===== src/rtl/mult_mem_arbiter_if.sv =====
// Bus bundle between two requesters, the arbiter and a single-port synchronous memory.
// The dbg_state signal carries the arbiter FSM state: 0 = IDLE, 1 = OWN0, 2 = OWN1.
interface mult_mem_arbiter_if #(
    parameter int LOGDEPTH = 6,
    parameter int WIDTH    = 32
);
    // Handshake: a beat transfers on a cycle where reqn_valid && reqn_ready.
    // reqn_ready is never high without reqn_valid.
    // At most one reqn_ready is high per cycle.
    logic                req0_valid;
    logic                req0_write;
    logic                req0_lock;
    logic [LOGDEPTH-1:0] req0_addr;
    logic [WIDTH-1:0]    req0_wdata;
    logic                req0_ready;
    logic                rsp0_valid;
    logic [WIDTH-1:0]    rsp0_rdata;

    logic                req1_valid;
    logic                req1_write;
    logic                req1_lock;
    logic [LOGDEPTH-1:0] req1_addr;
    logic [WIDTH-1:0]    req1_wdata;
    logic                req1_ready;
    logic                rsp1_valid;
    logic [WIDTH-1:0]    rsp1_rdata;

    logic                mem_en;
    logic                mem_we;
    logic [LOGDEPTH-1:0] mem_addr;
    logic [WIDTH-1:0]    mem_wdata;
    logic [WIDTH-1:0]    mem_rdata;

    logic [1:0]          dbg_state;

    modport slave (
        input  req0_valid, req0_write, req0_lock, req0_addr, req0_wdata,
        input  req1_valid, req1_write, req1_lock, req1_addr, req1_wdata,
        input  mem_rdata,
        output req0_ready, rsp0_valid, rsp0_rdata,
        output req1_ready, rsp1_valid, rsp1_rdata,
        output mem_en, mem_we, mem_addr, mem_wdata,
        output dbg_state
    );

    modport master (
        output req0_valid, req0_write, req0_lock, req0_addr, req0_wdata,
        output req1_valid, req1_write, req1_lock, req1_addr, req1_wdata,
        output mem_rdata,
        input  req0_ready, rsp0_valid, rsp0_rdata,
        input  req1_ready, rsp1_valid, rsp1_rdata,
        input  mem_en, mem_we, mem_addr, mem_wdata,
        input  dbg_state
    );
endinterface


===== src/rtl/mult_mem_arbiter.sv =====
// Two-requester arbiter with lock/ownership onto one synchronous memory port.
// Define MULT_MEM_ARBITER_RR_EN for round-robin IDLE arbitration; default is fixed priority to requester 0.
module mult_mem_arbiter #(
    parameter int LOGDEPTH = 6,
    parameter int WIDTH    = 32,
    parameter int LOCK_MAX = 64
) (
    input logic               clk,
    input logic               rst,
    mult_mem_arbiter_if.slave bus
);
    localparam int CW = $clog2(LOCK_MAX + 1);

    typedef enum logic [1:0] {
        ST_IDLE = 2'd0,
        ST_OWN0 = 2'd1,
        ST_OWN1 = 2'd2
    } state_t;

    state_t              r_state, w_next;
    logic [CW-1:0]       r_cnt, w_cnt_next;
    logic                r_fav_pend, r_fav_id;
    logic                w_fav_set, w_fav_id;
    logic                w_pri1, w_rdy0, w_rdy1, w_beat;
    logic                r_mem_en, r_mem_we, r_mem_src;
    logic [LOGDEPTH-1:0] r_mem_addr;
    logic [WIDTH-1:0]    r_mem_wdata;
    logic                r_rsp_pend, r_rsp_src;

`ifdef MULT_MEM_ARBITER_RR_EN
    logic r_rr_ptr;

    always_ff @(posedge clk) begin
        if (rst)
            r_rr_ptr <= 1'b0;
        else if (r_state == ST_IDLE && w_beat)
            r_rr_ptr <= ~w_rdy1;
    end

    assign w_pri1 = r_fav_pend ? r_fav_id : r_rr_ptr;
`else
    assign w_pri1 = r_fav_pend & r_fav_id;
`endif

    // The locking beat that enters OWNn counts as the first locked beat.
    always_comb begin
        w_next     = r_state;
        w_cnt_next = r_cnt;
        w_rdy0     = 1'b0;
        w_rdy1     = 1'b0;
        w_fav_set  = 1'b0;
        w_fav_id   = 1'b0;
        case (r_state)
            ST_IDLE: begin
                if (w_pri1) begin
                    w_rdy1 = bus.req1_valid;
                    w_rdy0 = bus.req0_valid & ~bus.req1_valid;
                end else begin
                    w_rdy0 = bus.req0_valid;
                    w_rdy1 = bus.req1_valid & ~bus.req0_valid;
                end
                if (w_rdy0 && bus.req0_lock) begin
                    w_next     = ST_OWN0;
                    w_cnt_next = CW'(1);
                end else if (w_rdy1 && bus.req1_lock) begin
                    w_next     = ST_OWN1;
                    w_cnt_next = CW'(1);
                end
            end
            ST_OWN0: begin
                if (r_cnt == CW'(LOCK_MAX) && bus.req1_valid) begin
                    w_next    = ST_IDLE;
                    w_fav_set = 1'b1;
                    w_fav_id  = 1'b1;
                end else begin
                    w_rdy0 = bus.req0_valid;
                    if (bus.req0_valid) begin
                        if (!bus.req0_lock) w_next = ST_IDLE;
                        if (r_cnt != CW'(LOCK_MAX)) w_cnt_next = r_cnt + CW'(1);
                    end
                end
            end
            ST_OWN1: begin
                if (r_cnt == CW'(LOCK_MAX) && bus.req0_valid) begin
                    w_next    = ST_IDLE;
                    w_fav_set = 1'b1;
                    w_fav_id  = 1'b0;
                end else begin
                    w_rdy1 = bus.req1_valid;
                    if (bus.req1_valid) begin
                        if (!bus.req1_lock) w_next = ST_IDLE;
                        if (r_cnt != CW'(LOCK_MAX)) w_cnt_next = r_cnt + CW'(1);
                    end
                end
            end
            default: w_next = ST_IDLE;
        endcase
        if (rst) begin
            w_rdy0 = 1'b0;
            w_rdy1 = 1'b0;
        end
    end

    assign w_beat = w_rdy0 | w_rdy1;

    always_ff @(posedge clk) begin
        if (rst) begin
            r_state    <= ST_IDLE;
            r_cnt      <= '0;
            r_fav_pend <= 1'b0;
            r_fav_id   <= 1'b0;
        end else begin
            r_state    <= w_next;
            r_cnt      <= w_cnt_next;
            r_fav_pend <= w_fav_set;
            r_fav_id   <= w_fav_id;
        end
    end

    // Stage 1 issues the memory command; stage 2 returns read data to its origin.
    always_ff @(posedge clk) begin
        if (rst) begin
            r_mem_en    <= 1'b0;
            r_mem_we    <= 1'b0;
            r_mem_src   <= 1'b0;
            r_mem_addr  <= '0;
            r_mem_wdata <= '0;
            r_rsp_pend  <= 1'b0;
            r_rsp_src   <= 1'b0;
        end else begin
            r_mem_en   <= w_beat;
            r_mem_we   <= w_beat & (w_rdy1 ? bus.req1_write : bus.req0_write);
            r_rsp_pend <= r_mem_en & ~r_mem_we;
            r_rsp_src  <= r_mem_src;
            if (w_beat) begin
                r_mem_src   <= w_rdy1;
                r_mem_addr  <= w_rdy1 ? bus.req1_addr : bus.req0_addr;
                r_mem_wdata <= w_rdy1 ? bus.req1_wdata : bus.req0_wdata;
            end
        end
    end

    assign bus.req0_ready = w_rdy0;
    assign bus.req1_ready = w_rdy1;
    assign bus.mem_en     = r_mem_en;
    assign bus.mem_we     = r_mem_we;
    assign bus.mem_addr   = r_mem_addr;
    assign bus.mem_wdata  = r_mem_wdata;
    assign bus.rsp0_valid = r_rsp_pend & ~r_rsp_src;
    assign bus.rsp1_valid = r_rsp_pend & r_rsp_src;
    assign bus.rsp0_rdata = (r_rsp_pend && !r_rsp_src) ? bus.mem_rdata : '0;
    assign bus.rsp1_rdata = (r_rsp_pend && r_rsp_src) ? bus.mem_rdata : '0;
    assign bus.dbg_state  = r_state;
endmodule


===== src/flat_wrapper.sv =====
// flat-port wrapper written by rule: the top's interface ports become plain ports
module mult_mem_arbiter_flat 
#(
    parameter int LOGDEPTH = 6,
    parameter int WIDTH    = 32,
    parameter int LOCK_MAX = 64
)
  (clk, rst, bus_req0_valid, bus_req0_write, bus_req0_lock, bus_req0_addr, bus_req0_wdata, bus_req1_valid, bus_req1_write, bus_req1_lock, bus_req1_addr, bus_req1_wdata, bus_mem_rdata, bus_req0_ready, bus_rsp0_valid, bus_rsp0_rdata, bus_req1_ready, bus_rsp1_valid, bus_rsp1_rdata, bus_mem_en, bus_mem_we, bus_mem_addr, bus_mem_wdata, bus_dbg_state);
  mult_mem_arbiter_if #(.LOGDEPTH(LOGDEPTH), .WIDTH(WIDTH)) bus_i ();
  input logic clk;
  input logic rst;
  input wire logic [$bits(bus_i.req0_valid)-1:0] bus_req0_valid;
  input wire logic [$bits(bus_i.req0_write)-1:0] bus_req0_write;
  input wire logic [$bits(bus_i.req0_lock)-1:0] bus_req0_lock;
  input wire logic [$bits(bus_i.req0_addr)-1:0] bus_req0_addr;
  input wire logic [$bits(bus_i.req0_wdata)-1:0] bus_req0_wdata;
  input wire logic [$bits(bus_i.req1_valid)-1:0] bus_req1_valid;
  input wire logic [$bits(bus_i.req1_write)-1:0] bus_req1_write;
  input wire logic [$bits(bus_i.req1_lock)-1:0] bus_req1_lock;
  input wire logic [$bits(bus_i.req1_addr)-1:0] bus_req1_addr;
  input wire logic [$bits(bus_i.req1_wdata)-1:0] bus_req1_wdata;
  input wire logic [$bits(bus_i.mem_rdata)-1:0] bus_mem_rdata;
  output wire logic [$bits(bus_i.req0_ready)-1:0] bus_req0_ready;
  output wire logic [$bits(bus_i.rsp0_valid)-1:0] bus_rsp0_valid;
  output wire logic [$bits(bus_i.rsp0_rdata)-1:0] bus_rsp0_rdata;
  output wire logic [$bits(bus_i.req1_ready)-1:0] bus_req1_ready;
  output wire logic [$bits(bus_i.rsp1_valid)-1:0] bus_rsp1_valid;
  output wire logic [$bits(bus_i.rsp1_rdata)-1:0] bus_rsp1_rdata;
  output wire logic [$bits(bus_i.mem_en)-1:0] bus_mem_en;
  output wire logic [$bits(bus_i.mem_we)-1:0] bus_mem_we;
  output wire logic [$bits(bus_i.mem_addr)-1:0] bus_mem_addr;
  output wire logic [$bits(bus_i.mem_wdata)-1:0] bus_mem_wdata;
  output wire logic [$bits(bus_i.dbg_state)-1:0] bus_dbg_state;
  assign bus_i.req0_valid = bus_req0_valid;
  assign bus_i.req0_write = bus_req0_write;
  assign bus_i.req0_lock = bus_req0_lock;
  assign bus_i.req0_addr = bus_req0_addr;
  assign bus_i.req0_wdata = bus_req0_wdata;
  assign bus_i.req1_valid = bus_req1_valid;
  assign bus_i.req1_write = bus_req1_write;
  assign bus_i.req1_lock = bus_req1_lock;
  assign bus_i.req1_addr = bus_req1_addr;
  assign bus_i.req1_wdata = bus_req1_wdata;
  assign bus_i.mem_rdata = bus_mem_rdata;
  assign bus_req0_ready = bus_i.req0_ready;
  assign bus_rsp0_valid = bus_i.rsp0_valid;
  assign bus_rsp0_rdata = bus_i.rsp0_rdata;
  assign bus_req1_ready = bus_i.req1_ready;
  assign bus_rsp1_valid = bus_i.rsp1_valid;
  assign bus_rsp1_rdata = bus_i.rsp1_rdata;
  assign bus_mem_en = bus_i.mem_en;
  assign bus_mem_we = bus_i.mem_we;
  assign bus_mem_addr = bus_i.mem_addr;
  assign bus_mem_wdata = bus_i.mem_wdata;
  assign bus_dbg_state = bus_i.dbg_state;
  mult_mem_arbiter #(.LOGDEPTH(LOGDEPTH), .WIDTH(WIDTH), .LOCK_MAX(LOCK_MAX)) u_core (.clk(clk), .rst(rst), .bus(bus_i));
endmodule

===== config.mk =====
export PLATFORM = sky130hd
export DESIGN_NAME = mult_mem_arbiter_flat
export DESIGN_NICKNAME = d
export VERILOG_FILES = /design/src/rtl/mult_mem_arbiter_if.sv /design/src/rtl/mult_mem_arbiter.sv /design/src/flat_wrapper.sv
export SDC_FILE = /design/constraint.sdc
export NUM_CORES = 1
export LEC_CHECK = 0
export ABC_AREA = 1
export ABC_CLOCK_PERIOD_IN_PS = 2300
export CORE_ASPECT_RATIO = 1.25
export CORE_MARGIN = 2
export CORE_UTILIZATION = 25
export CTS_CLUSTER_SIZE = 40
export DETAILED_ROUTE_END_ITERATION = 7
export PLACE_DENSITY_LB_ADDON = 0.1
export SYNTH_ARGS = -nofsm -noshare
export SYNTH_HDL_FRONTEND = slang
export SYNTH_SLANG_ARGS = --single-unit

===== constraint.sdc =====
create_clock -name clk -period 2.3 [get_ports clk]
set_clock_uncertainty 0.05 [all_clocks]
set_input_delay 0.575 -clock clk [delete_from_list [all_inputs] [get_ports clk]]
set_output_delay 0.575 -clock clk [all_outputs]
set_load 0.1 [all_outputs]

Signal wires by layer:
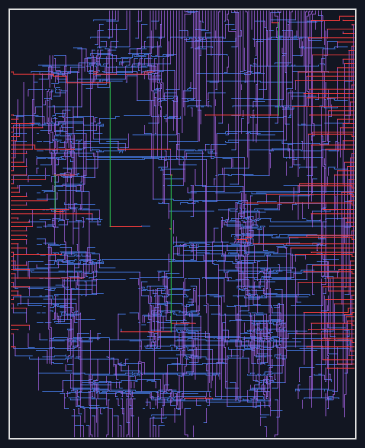
- met2: purple (wire length 7310 um)
- met4: green (wire length 136 um)
- met1: blue (wire length 5180 um)
- met3: red (wire length 1220 um)
total wire length: 13.8 mm
total track usage: 0.182
Vias: 4291

Gate families picked out:
Scale bar: 20 um.
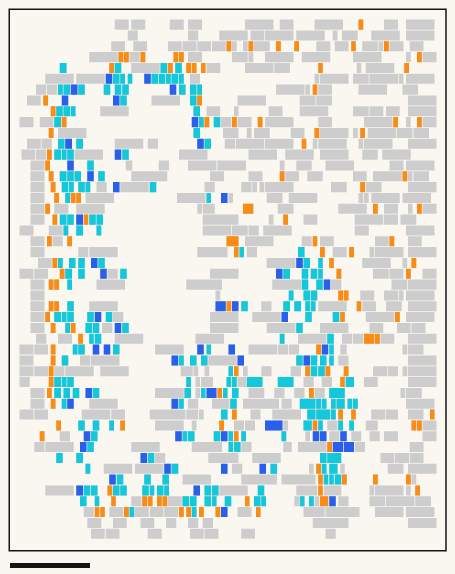
- NAND gates: cyan (cells 205; most used nand3_1)
- inverting AOI/OAI gates: blue (cells 56; most used a21oi_1)
- inverters: orange (cells 131; most used inv_1; where widely spread)

==> results_dict.tcl <==
# collected from the flow reports
set metrics [dict create \
    fa_ha_area_frac 0.0217 \
    cts.sinks 54 \
    criticalPathCategory "reg -> out" \
    arrival_ns 1.67 \
    status "complete, no violations" \
    pg_clk_mw 0.755 \
    grt_pass1_wl_mm 21.3 \
    fin_ws_ns 0.00990 \
    nClkBuffers 6 \
    drt_first_iter_violations 140 \
    stdcell_count 971 \
    die.size.y_um 136 \
    ys_types 29 \
    power.group.top "combinational logic" \
    die_area_um2 14800 \
    synthTopCellsByArea "dfxtp_1 31%, nand3_1 18%, inv_1 14%, nor2_1 8.8%, nand2_1 7.8%" \
    numSynthFlops 54 \
    p_clk_frac 0.159 \
    postRouteAntennaNets 0 \
    swShare 0.511 \
    min_period_over_period 0.996 \
    hold_slack_ns 0.378 \
    inverters 131 \
    cp_max_fo 4 \
    critPathCaptureType "output port" \
    avgSynthCellArea_um2 6.01 \
    yosysWarnings 0 \
    critPathLaunch "u_core.r_cnt[1]$_SDFFE_PP0P_" \
    grt_overflow_total 0 \
    drive_above_1_share 0.260 \
    cts-root-buf "clkbuf_16" \
    core_area_um2 13700 \
    powerDensity_nw_per_um2 681 \
    worstReg2RegStart "u_core.r_cnt[1]$_SDFFE_PP0P_" \
    worst-path-buf-inv 3 \
    grt_max_degree 50 \
    rows 48 \
    p_comb_mw 2.85 \
    reg2reg_depth 12 \
    combGateArea_um2 1990 \
    dp.cells 959 \
    cts_buffer_depth 2 \
    drv_slew 0 \
    crit_path_top_delay_cell "dfxtp_2" \
    net-switching-power_mw 2.43 \
    fin_crit_ns 2.29 \
    worst_pin_slew_ns 0.657 \
    place_area_um2 6760 \
    cp_cell_sequence "inv_2, ha_4, nand2_4, nor2_4, nand3_2, nand2_2, nand2_4, nand2_4, clkinvlp_4, buf_12" \
    critPathLaunchType "flip-flop" \
]
Pin placement:
Pins as bars across the die edge, other pins in gray.
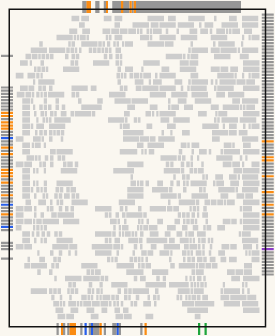
- bus_req0_wdata: orange (pins 32; direction input; edge 13 left, 7 right, 6 bottom, 6 top)
- bus_req1_lock: purple (pins 1; direction input; edge right)
- bus_dbg_state: green (pins 2; direction output; edge bottom)
- bus_req1_addr: blue (pins 6; direction input; edge 3 left, 3 bottom)

Register map, names as in the netlist:
Other sequential cells in the stronger gray, the rest of the logic in the fainter gray.
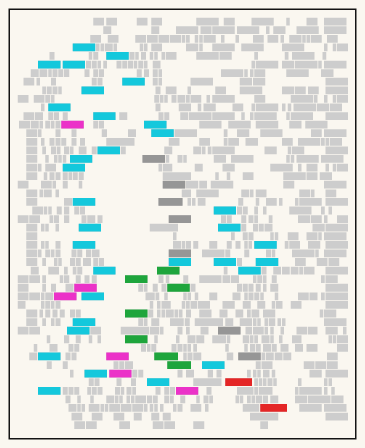
- u_core.bus.mem_wdata: cyan (sequential cells 32)
- u_core.bus.dbg_state: red (sequential cells 2)
- u_core.bus.mem_addr: magenta (sequential cells 6)
- u_core.r_cnt: green (sequential cells 7)
- not colored: 7
sequential power: 1.15 mW
Seq area share: 0.157
Final Util: 0.509
area occupied by registers: 1090 um^2

==> cell usage in the layout, fill, tap and decap left out, drive strengths merged <==
cell,synthesis,routed
a21oi,47,47
a31oi,1,1
buf,22,134
clkbuf,14,6
clkdlybuf4s50,0,112
clkinv,1,2
clkinvlp,0,2
dfxtp,54,54
dlygate4sd2,0,2
ha,6,6
inv,130,129
nand2,76,76
nand3,127,127
nand4,2,2
nor2,83,83
nor3b,1,1
o211ai,2,2
o21ai,4,4
o21bai,1,1
o31ai,1,1
or2,1,1
xnor2,1,1
xor2,2,2
==> routing by layer <==
layer	up-vias	part of all wire	track usage
met5	-	0	0
met4	0	0.0098	0.0415
met3	10	0.088	0.0495
met2	161	0.53	0.338
met1	1915	0.37	0.205
li1	2205	-	-
Power is estimated from default activity; no workload was simulated.
